**Register map, names as in the netlist**

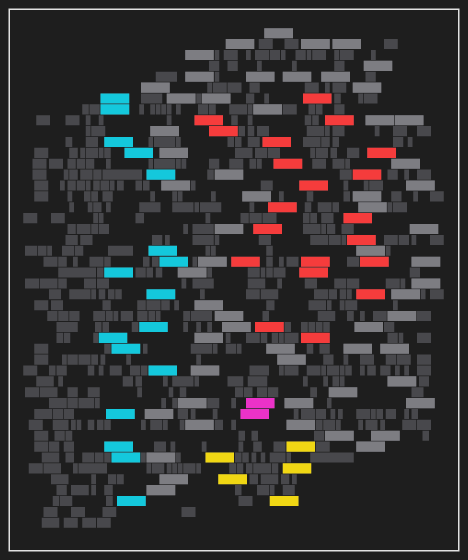
**Selected gate families**

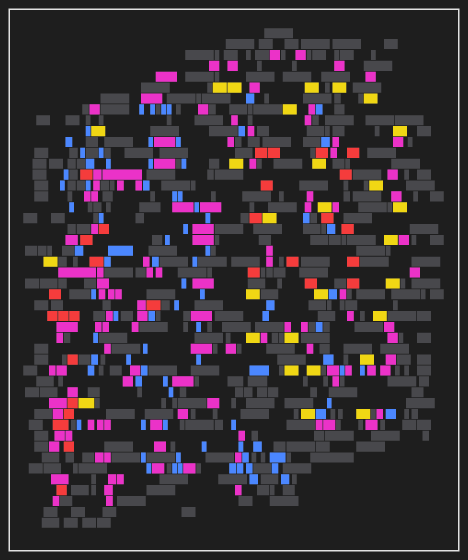
Design score_keeper_flat, sky130hd; sources not shown.
==> flow_metrics.tcl <==
# implementation run metrics
set metrics [dict create \
    outcome "finished, final reports clean" \
    async_reset_ff_share_pct 0 \
    drt_wl_total_um 11500 \
    hold_viol 0 \
    start_kind "primary input" \
    ios 51 \
    worstSetupEndpointType "flop" \
    r2r_slack_ns 3.35 \
    ys_chip_area_um2 5240 \
    arrival_ns 4.24 \
    cp.required_ns 7.23 \
    ctsResizeCount 0 \
    fp.dieW_um 112 \
    syn_to_final_growth_pct 12.4 \
    final_max_slew_viol_count 0 \
    firstDrtPassIters 4 \
    p_seq_share_pct 61.0 \
    tns_ns 0 \
    drc 0 \
    fin_nets 652 \
    tool_warnings 31 \
    drive_gt1_share_pct 7.87 \
    port_buffers 50 \
    post-synth-top-area-cell "dfxtp_1" \
    initialDrtViolationCount 249 \
    grt_overflow 0 \
    cts_tree "yes" \
    coreArea_um2 13200 \
    postSynthSeqShare_pct 39.4 \
    power_density_nw_per_um2 177 \
    leakage_nw 2.03 \
    p_int_w 0.000754 \
    synth.top_cells.by_count "dfxtp_1 (103), nor2_1 (86), nand2_1 (51)" \
    die_h_um 135 \
    rows 46 \
    relSlewSlack_pct 35.0 \
    clkPwrFrac_pct 26.9 \
    hold_depth 2 \
    ir_drop_v 0.0000633 \
    cap_violations 0 \
    grt_usage_pct 15.3 \
    num_vias 4240 \
    viasPerCell 5.35 \
    cts_made_buffers 9 \
    comb_power_share_pct 12.2 \
    hpwl_um 7990 \
]
-- 'register map, names as in the netlist' (at the start) --
Magenta stands for `u_core/u_conv/state_q`, sequential cells 2. Cyan stands for `u_core/bus.score`, sequential cells 17. Red stands for `u_core/u_conv/bcd`, sequential cells 20. Yellow stands for `u_core/u_conv/cnt_q`, sequential cells 5, where bottom centre.
register share of the cell area: 35.0%
register area: 2060 µm²
final core occ: 44.7%
Seq power: 0.000637 W

-- 'selected gate families' (at the start) --
Red stands for non-inverting ao/oa cells, cells 29, most used a22o_1. Blue stands for nand cells, cells 86, most used nand2_1. Yellow stands for mux cells, cells 28, most used mux2i_1. Magenta stands for aoi and oai cells, cells 115, where spread over the die.
post-route insts no fill: 792
combinational share of cell area: 49.3%
commonest non-fill, non-tap cell in the layout: dfxtp_1

[critical path, cell delays in order]
cell	delay [ns]
clkdlybuf4s50_1	0.46
ha_1	0.20
inv_1	0.07
fa_1	0.39
nor2b_1	0.26
o31ai_1	0.17
a2bb2oi_2	0.46
or3b_1	0.44
a21oi_1	0.13
or2_2	0.19
nand3_4	0.11
a2111oi_4	0.33
[cell usage in the layout (no fill, tap or decap), drive strengths merged, types with 10 or more instances in the layout]
cell	synthesis	layout
mux2i	27	27
nor2	89	89
inv	22	22
a311oi	16	16
o21ai	29	29
a21oi	26	26
a22o	15	15
nor3	10	10
xor2	15	15
a211oi	22	22
nand2	51	51
dfxtp	103	103
nand3	20	20
clkdlybuf4s50	0	49
ha	20	20
[cell type report]
class                   instances  area, µm²
well taps                     168        210
flip-flops and latches        103       2060
clock inverters                 7       63.8
diodes                          1       2.50
clock buffers                   9       45.0
fillers                      1335       7290
inverters                      22       82.6
multi-input cells             429       2900
repair buffers                 53        518
[power by group through the flow]
stage / clock (W) / combinational (W) / sequential, W
finish: 0.000281 / 0.000127 / 0.000637
global route: 0.000315 / 0.000142 / 0.000640
CTS: 0.000297 / 0.000129 / 0.000637
detailed placement: 0 / 0.000129 / 0.000648
global placement: 0 / 0.000126 / 0.000647
floorplan: 0 / 0.0000819 / 0.000646
[cells by family after synthesis]
logic type | share of synthesized area, %
simple gates | 19.4
fa+ha+maj | 5.16
xor+xnor | 3.85
buf+inv | 5.35
compound gates | 21.5
flops | 39.4
mux | 5.37
[layer usage]
| metal | vias up | part of all wire (%) | global-route usage, % |
|---|---|---|---|
| met5 | - | 0 | 0 |
| met4 | 0 | 1.6 | 6.75 |
| met3 | 11 | 3.7 | 2.33 |
| met2 | 86 | 49 | 26.4 |
| met1 | 1984 | 46 | 18.9 |
| li1 | 2159 | - | - |
[per-stage QoR]
| stage | utilization, % | setup WS [ns] | std cells | total power (W) | cell area [µm²] |
|---|---|---|---|---|---|
| after global placement | 43.8 | 2.57 | 775 | 0.000773 | 5770 |
| final | 44.7 | 3.00 | 792 | 0.00104 | 5890 |
| after CTS | 44.7 | 3.09 | 791 | 0.00106 | 5890 |
| after global routing | 44.7 | 2.82 | 792 | 0.00110 | 5890 |
| after floorplan | - | 3.32 | 554 | 0.000728 | 5040 |
| after detailed placement | 43.8 | 2.45 | 775 | 0.000777 | 5780 |
Power is estimated from default activity; no workload was simulated.
